Fig. 1: sequential cells grouped by signal name
Bar = 50 um.
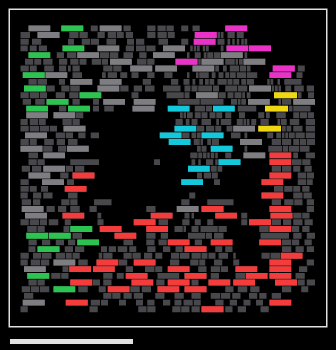
Fig. 2: cells coloured by class
Bar = 50 um.
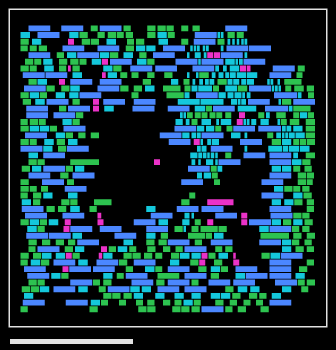
===== config.mk =====
export PLATFORM = sky130hd
export DESIGN_NAME = kalman_sequencer
export DESIGN_NICKNAME = d
export VERILOG_FILES = /design/src/rtl/kalman_pkg.sv /design/src/rtl/kalman_dt_timer.sv /design/src/rtl/kalman_sequencer.sv
export SDC_FILE = /design/constraint.sdc
export NUM_CORES = 1
export LEC_CHECK = 0
export CORE_MARGIN = 4
export CORE_UTILIZATION = 35
export CTS_BUF_LIST = sky130_fd_sc_hd__clkbuf_4
export CTS_CLUSTER_SIZE = 25
export DETAILED_ROUTE_END_ITERATION = 8
export GPL_ROUTABILITY_DRIVEN = 0
export PLACE_DENSITY = 0.73
export SLEW_MARGIN = 20
export SYNTH_ARGS = -nofsm -noshare
export SYNTH_HDL_FRONTEND = slang
export SYNTH_SLANG_ARGS = --single-unit

===== constraint.sdc =====
create_clock -name clk -period 1.81 [get_ports clk]
set_clock_uncertainty 0.05 [all_clocks]
set_input_delay 0.362 -clock clk [delete_from_list [all_inputs] [get_ports clk]]
set_output_delay 0.362 -clock clk [all_outputs]
set_load 0.02 [all_outputs]

===== src/rtl/kalman_pkg.sv =====
// Shared types and widths for the Kalman update sequencer and its dt timer.
package kalman_pkg;

  localparam int GYRO_W       = 48;
  localparam int ANGLE_W      = 16;
  localparam int DT_W         = 8;
  localparam int DEF_TICK_DIV = 1000;
  localparam int DEF_SETTLE   = 2;

  typedef enum logic [2:0] {
    S_IDLE,
    S_LOAD,
    S_SETTLE,
    S_PITCH,
    S_YAW,
    S_ROLL,
    S_DONE
  } state_t;

endpackage


===== src/rtl/kalman_dt_timer.sv =====
// Free-running prescaler feeding a saturating count of dt ticks since the last clear.
module kalman_dt_timer
  import kalman_pkg::*;
#(
  parameter int TICK_DIV = DEF_TICK_DIV
) (
  input  logic            clk,
  input  logic            n_rst,
  input  logic            clear,
  output logic [DT_W-1:0] dt_cnt
);

  localparam int PW = (TICK_DIV > 1) ? $clog2(TICK_DIV) : 1;

  logic [PW-1:0] r_pre;
  logic          w_wrap;

  assign w_wrap = (r_pre == PW'(TICK_DIV - 1));

  always_ff @(posedge clk or negedge n_rst) begin
    if (!n_rst) begin
      r_pre <= '0;
    end else if (w_wrap) begin
      r_pre <= '0;
    end else begin
      r_pre <= r_pre + 1'b1;
    end
  end

  // Clear has priority: a tick landing on the clear cycle is dropped.
  always_ff @(posedge clk or negedge n_rst) begin
    if (!n_rst) begin
      dt_cnt <= '0;
    end else if (clear) begin
      dt_cnt <= '0;
    end else if (w_wrap && (dt_cnt != {DT_W{1'b1}})) begin
      dt_cnt <= dt_cnt + 1'b1;
    end
  end

endmodule


===== src/rtl/kalman_sequencer.sv =====
// Collects a gyro/accelerometer sample pair and strobes the filter through
// load, settle, pitch, yaw and roll steps, reporting elapsed dt ticks.
module kalman_sequencer
  import kalman_pkg::*;
#(
  parameter int TICK_DIV = DEF_TICK_DIV,
  parameter int SETTLE   = DEF_SETTLE
) (
  input  logic               clk,
  input  logic               n_rst,
  input  logic               gyro_valid,
  input  logic [GYRO_W-1:0]  gyro_in,
  input  logic               acc_valid,
  input  logic [ANGLE_W-1:0] acc_pitch_in,
  input  logic [ANGLE_W-1:0] acc_yaw_in,
  input  logic [ANGLE_W-1:0] acc_roll_in,
  input  logic               clr_overrun,
  output logic [GYRO_W-1:0]  gyro_data,
  output logic [DT_W-1:0]    dt_out,
  output logic [ANGLE_W-1:0] new_angle_out,
  output logic [ANGLE_W-1:0] yaw_data,
  output logic [ANGLE_W-1:0] roll_data,
  output logic               load_gyro,
  output logic               pitch_en,
  output logic               yaw_en,
  output logic               roll_en,
  output logic               busy,
  output logic               done,
  output logic               overrun
);

  localparam int SW = (SETTLE > 1) ? $clog2(SETTLE) : 1;

  state_t          r_state;
  state_t          w_next;
  logic [SW-1:0]   r_settle_cnt;
  logic            r_gyro_pend;
  logic            r_acc_pend;
  logic            w_idle;
  logic            w_start;
  logic            w_settle_last;
  logic [DT_W-1:0] w_dt_cnt;

  assign w_idle        = (r_state == S_IDLE);
  assign w_start       = w_idle && r_gyro_pend && r_acc_pend;
  assign w_settle_last = (r_settle_cnt == SW'(SETTLE - 1));

  kalman_dt_timer #(
    .TICK_DIV (TICK_DIV)
  ) u_dt_timer (
    .clk    (clk),
    .n_rst  (n_rst),
    .clear  (w_start),
    .dt_cnt (w_dt_cnt)
  );

  always_ff @(posedge clk or negedge n_rst) begin
    if (!n_rst) begin
      r_state <= S_IDLE;
    end else begin
      r_state <= w_next;
    end
  end

  always_comb begin
    w_next    = r_state;
    load_gyro = 1'b0;
    pitch_en  = 1'b0;
    yaw_en    = 1'b0;
    roll_en   = 1'b0;
    done      = 1'b0;
    busy      = 1'b1;
    case (r_state)
      S_IDLE: begin
        busy = 1'b0;
        if (r_gyro_pend && r_acc_pend) w_next = S_LOAD;
      end
      S_LOAD: begin
        load_gyro = 1'b1;
        w_next    = S_SETTLE;
      end
      S_SETTLE: begin
        if (w_settle_last) w_next = S_PITCH;
      end
      S_PITCH: begin
        pitch_en = 1'b1;
        w_next   = S_YAW;
      end
      S_YAW: begin
        yaw_en = 1'b1;
        w_next = S_ROLL;
      end
      S_ROLL: begin
        roll_en = 1'b1;
        w_next  = S_DONE;
      end
      S_DONE: begin
        done   = 1'b1;
        w_next = S_IDLE;
      end
      default: begin
        busy   = 1'b0;
        w_next = S_IDLE;
      end
    endcase
  end

  always_ff @(posedge clk or negedge n_rst) begin
    if (!n_rst) begin
      r_settle_cnt <= '0;
    end else if (r_state == S_SETTLE) begin
      r_settle_cnt <= r_settle_cnt + 1'b1;
    end else begin
      r_settle_cnt <= '0;
    end
  end

  // Samples are only accepted in IDLE; entering LOAD consumes both pend flags,
  // so a capture on the launch cycle itself is the one that gets loaded.
  always_ff @(posedge clk or negedge n_rst) begin
    if (!n_rst) begin
      gyro_data     <= '0;
      r_gyro_pend   <= 1'b0;
      new_angle_out <= '0;
      yaw_data      <= '0;
      roll_data     <= '0;
      r_acc_pend    <= 1'b0;
      dt_out        <= '0;
    end else begin
      if (w_idle && gyro_valid) begin
        gyro_data   <= gyro_in;
        r_gyro_pend <= 1'b1;
      end
      if (w_idle && acc_valid) begin
        new_angle_out <= acc_pitch_in;
        yaw_data      <= acc_yaw_in;
        roll_data     <= acc_roll_in;
        r_acc_pend    <= 1'b1;
      end
      if (w_start) begin
        r_gyro_pend <= 1'b0;
        r_acc_pend  <= 1'b0;
        dt_out      <= w_dt_cnt;
      end
    end
  end

  always_ff @(posedge clk or negedge n_rst) begin
    if (!n_rst) begin
      overrun <= 1'b0;
    end else if (gyro_valid && !w_idle) begin
      overrun <= 1'b1;
    end else if (clr_overrun) begin
      overrun <= 1'b0;
    end
  end

endmodule


==> flow_summary.rst <==
Synthesis and place-and-route
=============================

.. list-table::
   :header-rows: 1

   * - Metric
     - Value
   * - Peak ir drop on the vdd network
     - 794 uV
   * - Flop and latch count out of synthesis
     - approximately 130
   * - RSZ-0062 raised after global routing
     - true
   * - Clock Path Buffers
     - 2
   * - Top library cells by usage in the layout, fill and taps aside
     - 126 x sky130_fd_sc_hd__dfrtp_1, 105 x sky130_fd_sc_hd__dlygate4sd2_1, 99 x sky130_fd_sc_hd__clkdlybuf4s50_1
   * - Clock buffers created by TritonCTS
     - 17
   * - Leak
     - approximately 3.7 nW
   * - Total of max-cap violations
     - 0
   * - Floorplan Nets
     - approximately 470
   * - Run status
     - finished with violations
   * - Vias in the first global route
     - 4,330
   * - Io pins
     - about 210
   * - Post-Place Setup Slack
     - -173 ps
   * - Final number of hold-violating endpoints
     - 0
   * - Clk root buf
     - sky130_fd_sc_hd__clkbuf_4
   * - Worst setup margin
     - -179 ps
   * - Maximum fanout along the worst path
     - 7
   * - Average size of a mapped cell
     - 13.8 um2
   * - Cell Type Count
     - 36
   * - Antenna-violating nets left
     - 0
   * - Total power density per cell area
     - roughly 1500 mW/mm2
   * - Fraction of layout instances using a drive strength above 1
     - roughly a third
   * - Number of logged tool warnings
     - 29
   * - Setup-failing EPs final
     - 57
   * - DIE HEIGHT
     - 128 um
   * - Kind of end point of the critical path
     - flip-flop
   * - Worst setup path start
     - u_dt_timer.r_pre[1]
   * - Violations in the final reports
     - negative setup slack
   * - Reg-to-reg critical path endpoint
     - u_dt_timer.dt_cnt[4]
   * - Post-synthesis cell area
     - 0.00508 mm2
   * - # diodes
     - 0
   * - Upper clock frequency limit
     - about 500 MHz
Back to the opening pictures, Fig. 1:
roll_data: drawn in green, placed flops 16. r_state: drawn in yellow, placed flops 3. dt_out: drawn in magenta, placed flops 8. gyro_data: drawn in red, placed flops 48. u_dt_timer.r_pre: drawn in cyan, placed flops 10, where centre.
Another 44 sequential cells are not coloured.

Back to the opening pictures, Fig. 2:
all other logic: drawn in cyan, cells 220, share of their area 24%. flip-flops: drawn in blue, cells 129, share of their area 41%. other buffers and delay cells: drawn in green, cells 258, share of their area 32%. clock drivers and dummy loads: drawn in magenta, cells 31, share of their area 3.0%.

worst max-delay path: stages (launching register included):
cell	delay (ps)
sky130_fd_sc_hd__dfrtp_1	420
sky130_fd_sc_hd__ha_4	170
sky130_fd_sc_hd__nand2_4	50
sky130_fd_sc_hd__or4_4	540
sky130_fd_sc_hd__or4_4	540
sky130_fd_sc_hd__a21oi_2	130
per-stage QoR:
| step | power (mW) | instances | TNS (ps) | util [%] |
|---|---|---|---|---|
| after CTS | 12.5 | 812 | -5070 | 56.9 |
| after global routing | 13.3 | 818 | -12500 | 57.9 |
| final | 12.5 | 818 | -4900 | 57.9 |
| after detailed placement | 11.3 | 770 | -979 | 54.6 |
| after floorplan | 7.99 | 369 | -270 | - |
| after global placement | 11.1 | 770 | -584 | 54.6 |
cell usage after synthesis, types with 3 or more instances:
master / number / share of area, %
sky130_fd_sc_hd__buf_2: 13 / 1.3
sky130_fd_sc_hd__nand4_1: 4 / 0.49
sky130_fd_sc_hd__or4_1: 4 / 0.59
sky130_fd_sc_hd__clkbuf_1: 7 / 0.52
sky130_fd_sc_hd__o31ai_1: 4 / 0.59
sky130_fd_sc_hd__and2_1: 3 / 0.37
sky130_fd_sc_hd__nand2_1: 33 / 2.4
sky130_fd_sc_hd__xor2_1: 3 / 0.52
sky130_fd_sc_hd__inv_1: 4 / 0.30
sky130_fd_sc_hd__dfrtp_1: 129 / 64
sky130_fd_sc_hd__nand3_1: 6 / 0.59
sky130_fd_sc_hd__nor2_1: 17 / 1.3
sky130_fd_sc_hd__a21oi_1: 9 / 0.89
sky130_fd_sc_hd__o21ai_0: 6 / 0.59
sky130_fd_sc_hd__mux2_2: 96 / 21
sky130_fd_sc_hd__or3_1: 3 / 0.37
sky130_fd_sc_hd__and3_1: 4 / 0.49
report_power, final:
part	switching, mW	internal [mW]	leakage, nW
Sequential	0.592	4.06	1.56
Clock	0.978	0.747	0.139
Combinational	3.09	2.99	1.98
kinds of logic after synthesis:
| family | count (synthesis) | share of synthesized area, % |
|---|---|---|
| flops | 129 | 63.5 |
| mux | 96 | 21.3 |
| simple gates | 83 | 7.90 |
| compound gates | 30 | 3.84 |
| buf+inv | 24 | 2.09 |
| xor+xnor | 5 | 0.862 |
| fa+ha+maj | 2 | 0.492 |
cell type report:
cell class	instances	area share, %
clock inverter	8	0.800
multi-input combinational	216	23.4
timing repair buffer	258	31.0
tap	180	2.77
inverter	4	0.185
sequential	129	39.8
clock buffer	23	2.12
metal layers:
| layer | vias up | GRT usage [%] | share of wire [%] |
|---|---|---|---|
| li1 | 1814 | - | - |
| met1 | 1924 | 18.0 | 35 |
| met5 | - | 0 | 0 |
| met2 | 168 | 29.0 | 52 |
| met4 | 0 | 5.81 | 1.7 |
| met3 | 24 | 8.92 | 11 |
flip-flops by register name, indices dropped and copies added, names as in the netlist, 3 cells and up:
register	cells
gyro_data	48
new_angle_out	16
roll_data	16
yaw_data	16
u_dt_timer.r_pre	10
dt_out	8
u_dt_timer.dt_cnt	8
r_state	3
what timing repair did:
action	CTS	global route
hold buffers	1	0
setup buffers	8	5
cloned	2	1
pin swaps	8	7
endpoints found under the setup margin	170	119
endpoints found under the hold margin	25	0
resized	163	22
Power figures rest on the tool's default switching activity, not on a simulated workload.
